`src/rtl/mips_pkg.sv`:
```
// Shared types and constants for the load/writeback path.
//
// Contents:
//   WORD_W, REG_ADDR_W  - datapath and register-address widths
//   load_op_t           - kind of writeback requested by execute
//   wb_state_t          - load_writeback sequencer states
//   align_fault()       - true when a load op/byte-offset pair must fault
//
// Configuration macro: LOAD_WRITEBACK_LWLR_EN enables the unaligned
// LWL/LWR loads; without it those ops always fault.
package mips_pkg;

  localparam int WORD_W     = 32;
  localparam int REG_ADDR_W = 5;

  typedef enum logic [2:0] {
    OP_NONE = 3'd0,
    OP_LB   = 3'd1,
    OP_LBU  = 3'd2,
    OP_LH   = 3'd3,
    OP_LHU  = 3'd4,
    OP_LW   = 3'd5,
    OP_LWL  = 3'd6,
    OP_LWR  = 3'd7
  } load_op_t;

  typedef enum logic [1:0] {
    IDLE    = 2'd0,
    MEM_REQ = 2'd1,
    WRITE   = 2'd2,
    FAULT   = 2'd3
  } wb_state_t;

  // Halfwords need an even address, words a multiple of four.
  function automatic logic align_fault(load_op_t op, logic [1:0] k);
    logic f;
    f = 1'b0;
    case (op)
      OP_LH, OP_LHU: f = k[0];
      OP_LW:         f = (k != 2'b00);
`ifndef LOAD_WRITEBACK_LWLR_EN
      OP_LWL, OP_LWR: f = 1'b1;
`endif
      default:       f = 1'b0;
    endcase
    return f;
  endfunction

endpackage

```
`src/rtl/load_writeback_if.sv`:
```
// Data-memory read bus between load_writeback (master) and memory (slave).
//
// Signals:
//   mem_read        master -> slave  read strobe, held until accepted
//   mem_address     master -> slave  word-aligned byte address
//   mem_byteenable  master -> slave  all lanes while reading, else 0
//   mem_waitrequest slave -> master  stall; read completes on an edge where 0
//   mem_readdata    slave -> master  little-endian word
interface load_writeback_if;
  import mips_pkg::*;

  logic              mem_read;
  logic [WORD_W-1:0] mem_address;
  logic [3:0]        mem_byteenable;
  logic              mem_waitrequest;
  logic [WORD_W-1:0] mem_readdata;

  modport master (
    output mem_read, mem_address, mem_byteenable,
    input  mem_waitrequest, mem_readdata
  );

  modport slave (
    input  mem_read, mem_address, mem_byteenable,
    output mem_waitrequest, mem_readdata
  );
endinterface

```
`src/rtl/load_writeback_align.sv`:
```
// load_align: combinational byte extraction / extension / merge for loads.
//
// Ports:
//   op           load kind
//   k            byte offset within the word (addr[1:0])
//   mem_readdata word returned by the bus, little-endian lanes
//   rt_old       current destination value, merged by LWL/LWR
//   result       value to write to the register file
//
// Configuration macro: LOAD_WRITEBACK_LWLR_EN adds the LWL/LWR merge.
module load_align
  import mips_pkg::*;
(
  input  load_op_t          op,
  input  logic [1:0]        k,
  input  logic [WORD_W-1:0] mem_readdata,
  input  logic [WORD_W-1:0] rt_old,
  output logic [WORD_W-1:0] result
);

  logic [7:0]  byte_sel;
  logic [15:0] half_sel;

  // Halfword offsets are only 0 or 2 here; odd ones fault upstream.
  assign byte_sel = mem_readdata[{k, 3'b000} +: 8];
  assign half_sel = mem_readdata[{k[1], 4'b0000} +: 16];

  always_comb begin
    // NOTE: default first so every path assigns result and no latch is inferred.
    result = '0;
    case (op)
      OP_LB:  result = {{24{byte_sel[7]}}, byte_sel};
      OP_LBU: result = {24'h0, byte_sel};
      OP_LH:  result = {{16{half_sel[15]}}, half_sel};
      OP_LHU: result = {16'h0, half_sel};
      OP_LW:  result = mem_readdata;
`ifdef LOAD_WRITEBACK_LWLR_EN
      // 3-k equals ~k for a two-bit offset.
      OP_LWL: result = (mem_readdata << {~k, 3'b000})
                     | (rt_old & (32'h00FF_FFFF >> {k, 3'b000}));
      OP_LWR: result = (mem_readdata >> {k, 3'b000})
                     | (rt_old & ~(32'hFFFF_FFFF >> {k, 3'b000}));
`else
      // These ops fault before reaching the bus; the value is never written.
      OP_LWL, OP_LWR: result = rt_old;
`endif
      default: result = '0;
    endcase
  end

endmodule

```
`src/rtl/load_writeback.sv`:
```
// load_writeback: drives the register-file write port from either an ALU
// result (written next cycle) or a data-memory load (one word read, then
// extract / extend / merge via load_align).
//
// Ports:
//   clk, reset             clock; asynchronous active-high reset
//   start, op, addr,       request, sampled only when idle
//   alu_result, rt_old, dest
//   mem                    data-memory read bus (master side)
//   busy                   high whenever not idle
//   reg_write, reg_write_addr, reg_data   register-file write port
//   done                   one-cycle completion pulse
//   load_error             one-cycle pulse with done on a faulting request
//
// Configuration macro: LOAD_WRITEBACK_LWLR_EN enables LWL/LWR.
module load_writeback
  import mips_pkg::*;
(
  input  logic                  clk,
  input  logic                  reset,
  input  logic                  start,
  input  load_op_t              op,
  input  logic [WORD_W-1:0]     addr,
  input  logic [WORD_W-1:0]     alu_result,
  input  logic [WORD_W-1:0]     rt_old,
  input  logic [REG_ADDR_W-1:0] dest,
  load_writeback_if.master      mem,
  output logic                  busy,
  output logic                  reg_write,
  output logic [REG_ADDR_W-1:0] reg_write_addr,
  output logic [WORD_W-1:0]     reg_data,
  output logic                  done,
  output logic                  load_error
);

  wb_state_t             state;
  load_op_t              op_q;
  logic [1:0]            k_q;
  logic [WORD_W-1:0]     rt_old_q;
  logic [REG_ADDR_W-1:0] dest_q;
  logic [WORD_W-1:0]     load_result;

  load_align u_align (
    .op           (op_q),
    .k            (k_q),
    .mem_readdata (mem.mem_readdata),
    .rt_old       (rt_old_q),
    .result       (load_result)
  );

  // All outputs are registered: they are set on the edge that enters the
  // state they belong to, so WRITE/FAULT pulses appear exactly one cycle.
  always_ff @(posedge clk or posedge reset) begin
    if (reset) begin
      state              <= IDLE;
      op_q               <= OP_NONE;
      k_q                <= '0;
      rt_old_q           <= '0;
      dest_q             <= '0;
      mem.mem_read       <= 1'b0;
      mem.mem_address    <= '0;
      mem.mem_byteenable <= '0;
      busy               <= 1'b0;
      reg_write          <= 1'b0;
      reg_write_addr     <= '0;
      reg_data           <= '0;
      done               <= 1'b0;
      load_error         <= 1'b0;
    end else begin
      // NOTE: non-blocking assignments keep every register sampling the
      // pre-edge values regardless of statement order.
      done       <= 1'b0;
      load_error <= 1'b0;
      reg_write  <= 1'b0;
      case (state)
        IDLE: begin
          if (start) begin
            op_q     <= op;
            k_q      <= addr[1:0];
            rt_old_q <= rt_old;
            dest_q   <= dest;
            busy     <= 1'b1;
            if (op == OP_NONE) begin
              state          <= WRITE;
              done           <= 1'b1;
              reg_write      <= (dest != '0);
              reg_write_addr <= dest;
              reg_data       <= alu_result;
            end else if (align_fault(op, addr[1:0])) begin
              state      <= FAULT;
              done       <= 1'b1;
              load_error <= 1'b1;
            end else begin
              state              <= MEM_REQ;
              mem.mem_read       <= 1'b1;
              mem.mem_address    <= {addr[WORD_W-1:2], 2'b00};
              mem.mem_byteenable <= 4'b1111;
            end
          end
        end
        MEM_REQ: begin
          if (!mem.mem_waitrequest) begin
            state              <= WRITE;
            mem.mem_read       <= 1'b0;
            mem.mem_byteenable <= '0;
            done               <= 1'b1;
            reg_write          <= (dest_q != '0);
            reg_write_addr     <= dest_q;
            reg_data           <= load_result;
          end
        end
        WRITE, FAULT: begin
          state <= IDLE;
          busy  <= 1'b0;
        end
        default: state <= IDLE;
      endcase
    end
  end

endmodule

```
`src/flat_wrapper.sv`:
```
// flat-port wrapper written by rule: the top's interface ports become plain ports
module load_writeback_flat import mips_pkg::*;
  (clk, reset, start, op, addr, alu_result, rt_old, dest, busy, reg_write, reg_write_addr, reg_data, done, load_error, mem_mem_read, mem_mem_address, mem_mem_byteenable, mem_mem_waitrequest, mem_mem_readdata);
  load_writeback_if mem_i ();
  input  logic clk;
  input  logic reset;
  input  logic start;
  input  load_op_t op;
  input  logic [WORD_W-1:0] addr;
  input  logic [WORD_W-1:0] alu_result;
  input  logic [WORD_W-1:0] rt_old;
  input  logic [REG_ADDR_W-1:0] dest;
  output logic busy;
  output logic reg_write;
  output logic [REG_ADDR_W-1:0] reg_write_addr;
  output logic [WORD_W-1:0] reg_data;
  output logic done;
  output logic load_error;
  output wire logic [$bits(mem_i.mem_read)-1:0] mem_mem_read;
  output wire logic [$bits(mem_i.mem_address)-1:0] mem_mem_address;
  output wire logic [$bits(mem_i.mem_byteenable)-1:0] mem_mem_byteenable;
  input wire logic [$bits(mem_i.mem_waitrequest)-1:0] mem_mem_waitrequest;
  input wire logic [$bits(mem_i.mem_readdata)-1:0] mem_mem_readdata;
  assign mem_mem_read = mem_i.mem_read;
  assign mem_mem_address = mem_i.mem_address;
  assign mem_mem_byteenable = mem_i.mem_byteenable;
  assign mem_i.mem_waitrequest = mem_mem_waitrequest;
  assign mem_i.mem_readdata = mem_mem_readdata;
  load_writeback u_core (.clk(clk), .reset(reset), .start(start), .op(op), .addr(addr), .alu_result(alu_result), .rt_old(rt_old), .dest(dest), .mem(mem_i), .busy(busy), .reg_write(reg_write), .reg_write_addr(reg_write_addr), .reg_data(reg_data), .done(done), .load_error(load_error));
endmodule
```
`config.mk`:
```
export PLATFORM = sky130hd
export DESIGN_NAME = load_writeback_flat
export DESIGN_NICKNAME = d
export VERILOG_FILES = /design/src/rtl/mips_pkg.sv /design/src/rtl/load_writeback_if.sv /design/src/rtl/load_writeback_align.sv /design/src/rtl/load_writeback.sv /design/src/flat_wrapper.sv
export SDC_FILE = /design/constraint.sdc
export NUM_CORES = 1
export LEC_CHECK = 0
export CAP_MARGIN = 25
export CORE_UTILIZATION = 45
export DETAILED_ROUTE_END_ITERATION = 16
export GPL_TIMING_DRIVEN = 0
export PLACE_DENSITY = 0.86
export SYNTH_ARGS = -nofsm -noshare
export SYNTH_HDL_FRONTEND = slang
export SYNTH_SLANG_ARGS = --single-unit
```
`constraint.sdc`:
```
create_clock -name clk -period 5.08 [get_ports clk]
set_clock_uncertainty 0.15 [all_clocks]
set_input_delay 0.508 -clock clk [delete_from_list [all_inputs] [get_ports clk]]
set_output_delay 0.508 -clock clk [all_outputs]
set_load 0.005 [all_outputs]
```
Figure 1. The metal 2 layer.
Cells faint in the background.
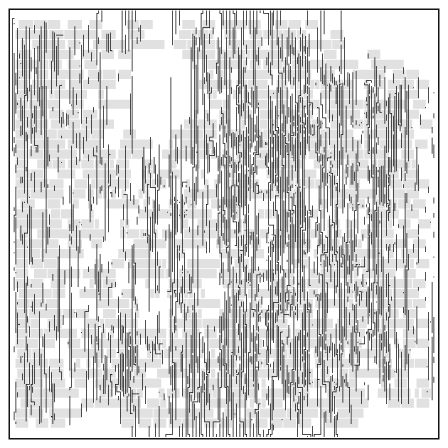
wire length on this layer = 9330 µm
main direction = vertical
share of all routed wire = 47%

Figure 2. Gate families picked out.
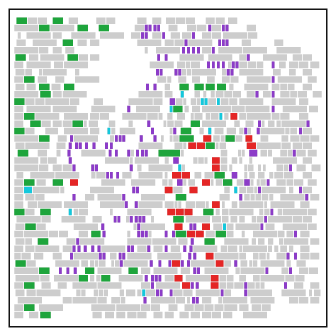
purple -> nand cells  # cells 171, most used nand2_1
red -> non-inverting ao/oa cells  # cells 29, most used a22o_1
cyan -> inv cells  # cells 14, most used inv_1
green -> mux cells  # cells 54, most used mux2_2

==> flow_summary.yaml <==
# physical design summary
power_and_ir_drop:
  power_w: 0.00528
  combPwrFrac_pct: 47.4
  p_int_w: 0.00339
  pwr-share-clk_pct: 20.9
  p_seq_share_pct: 31.7
  power_density_nw_per_um2: 595
logic_synthesis:
  yosys_warnings: 0
  synth_dominant_cell_count: "nand2_1"
  avgSynthCellArea_um2: 9.64
  yosysTopAreaCell: "dfrtp_1"
  ys_top_cells_by_count: "nand2_1 (165), dfrtp_1 (116), o21ai_0 (47), clkbuf_1 (37), mux2_2 (37)"
  synth-cells-yosys: 616
  yosysUniqueCellTypes: 47
  synth_top_area_share_pct: 48.9
  area_leaders: "dfrtp_1 (49%), nand2_1 (10%), mux2_2 (7.0%)"
  syn_area_um2: 5940
  postSynthSeqShare_pct: 48.9
  syn_inst: 616
  ff_type: "dfrtp_1"
  async_flop_share_pct: 100
  synth-edff-count: 0
  ys_ff: 116
sta:
  tns_ps: 0
  worst_pin_slew_ps: 774
  period_used_pct: 50.8
  slew_violations: 0
  period_needed_ps: 2580
  timing.slew.headroom_pct: 48.4
  rsz0062_at_grt: "false"
  hold_violations: 0
  holdWs_ps: 253
floorplan:
  num_rows: 41
  fp_util_pct: 46.7
  die_h_um: 117
placement:
  io_buffers: 215
  place_inst: 1005
  place_congestion: 0.916
  pre_cts_ws_ps: 2110
run:
  drv_cap: 0
global_route:
  grt_pass1_wl_um: 30300
  grtUsageTotal_pct: 29.9
  grt_pass1_vias: 5973
layout:
  antenna_cells: 0
  layoutNonFillerInstCount: 1036
  drive_above_1_share_pct: 10.1
  design_area_um2: 8880
  final_util_pct: 69.8
  fillCellCount: 1003
  fin_nets: 992
  seq_area_um2: 2900
setup_path:
  required_ps: 5240
  endpoint: "u_core.reg_write$_DFF_PP0_"
  r2r_start: "u_core.state[0]$_DFFE_PP0P_"
  path_max_fanout: 10
  cp_common_cell: "clkbuf_1"
  crit_start: "op[2]"
  critPathMaxStageDelay_ps: 510
  cp_num_cells: 7
  crit_chain: "clkdlybuf4s50_1 -> nor3_4 -> and2_1 -> clkbuf_1 -> clkbuf_1 -> o21ai_0 -> o31ai_1"
  worstSetupPathType: "primary input to flop"
  critPathTopFamily: "buffers and inverters"
  end_kind: "flop"
clock_network:
  insertion_delay_ps: 420
  hold_buffers: 0
  clock_sinks: 116
  clk_pin_slew_worst_paths_ps: 50
  cts_htree_levels: 4
  cts_buffer_depth: 2
  numCtsBuffers: 17
  cts_resized: 0
detailed_routing:
  antenna_left: 0
  routed_via_density: 5.72
  routedWlPerCell_um: 19.0
  first_pass_iters: 6
  drt_iter0_drc: 617
  num_vias: 5926
  drcViolationCount: 0
worst_hold_path:
  hold_path_class: "primary input to async pin"
run_status:
  outcome: "finished, final reports clean"
-- worst register-to-register path, cell delays in order (launching register included) --
cell	delay [ps]
dfrtp_1	440
nor2b_1	330
nand2b_1	90
clkbuf_1	240
nor3_2	360
buf_2	320
mux2_2	380
-- flip-flops by register name, indices dropped and copies added (netlist names), 2 cells and up --
name	flops
u_core.reg_data	32
u_core.rt_old_q	32
u_core.state	2
u_core.mem.mem_address	30
u_core.dest_q	5
u_core.reg_write_addr	5
u_core.op_q	3
u_core.k_q	2
-- per-layer routing --
layer	share of wire (%)	global-route usage, %
met3	10	9.01
met1	39	36.0
met4	3.0	14.3
met5	0	0
met2	47	49.3
-- cell type report --
| type | count | area share [%] |
|---|---|---|
| plain buffers | 61 | 3.11 |
| clock inverters | 5 | 0.564 |
| multi-input cells | 426 | 30.5 |
| well taps | 172 | 2.42 |
| repair buffers | 216 | 24.5 |
| flip-flops and latches | 116 | 32.7 |
| inverters | 14 | 0.648 |
| clock buffers | 26 | 5.51 |
-- power groups by stage --
stage	Sequential (W)	Combinational, W	Clock (W)
6_report	0.00168	0.00250	0.00110
5_1_grt	0.00173	0.00272	0.00116
4_1_cts	0.00167	0.00248	0.00112
3_5_place_dp	0.00168	0.00246	0
3_3_place_gp	0.00166	0.00240	0
2_1_floorplan	0.00162	0.00135	0
-- placed cells by master (no fill, tap or decap), drive strengths merged, types with 2 or more instances in the layout --
| cell | netlist | final |
|---|---|---|
| a21o | 2 | 2 |
| a21oi | 2 | 2 |
| a221oi | 9 | 9 |
| a222oi | 7 | 7 |
| a22o | 23 | 23 |
| a22oi | 28 | 28 |
| buf | 24 | 25 |
| clkbuf | 37 | 63 |
| clkdlybuf4s50 | 0 | 215 |
| clkinv | 0 | 4 |
| conb | 1 | 2 |
| dfrtp | 116 | 116 |
| inv | 14 | 14 |
| mux2 | 39 | 39 |
| mux2i | 14 | 14 |
| nand2 | 165 | 165 |
| nand2b | 5 | 5 |
| nor2 | 3 | 3 |
| nor2b | 6 | 6 |
| nor3 | 3 | 3 |
| nor3b | 4 | 4 |
| o211ai | 23 | 23 |
| o21ai | 47 | 47 |
| o221ai | 9 | 9 |
| o22ai | 2 | 2 |
| o2bb2ai | 8 | 8 |
| or2 | 2 | 2 |
| or3 | 8 | 8 |
| or4 | 2 | 2 |
-- worst min-delay path by stage --
stage                                         start                                      to  slack (ps)
floorplan            u_core.rt_old_q[7]$_DFFE_PP0P_          u_core.rt_old_q[7]$_DFFE_PP0P_         300
global placement    u_core.rt_old_q[14]$_DFFE_PP0P_         u_core.rt_old_q[14]$_DFFE_PP0P_         310
detailed placement  u_core.rt_old_q[22]$_DFFE_PP0P_         u_core.rt_old_q[22]$_DFFE_PP0P_         310
CTS                                           reset   u_core.mem.mem_address[5]$_DFFE_PP0P_         250
global route                                  reset   u_core.mem.mem_address[5]$_DFFE_PP0P_         270
finish                                        reset  u_core.mem.mem_address[29]$_DFFE_PP0P_         250
-- kinds of logic after synthesis --
logic type / Yosys count / synth area share [%]
and+or+nand+nor: 204 / 14.9
AOI/OAI and AO/OA: 166 / 20.3
DFF: 116 / 48.9
buffers and inverters: 75 / 5.54
muxes: 54 / 10.2
other: 1 / 0.0632
Power figures rest on the tool's default switching activity, not on a simulated workload.
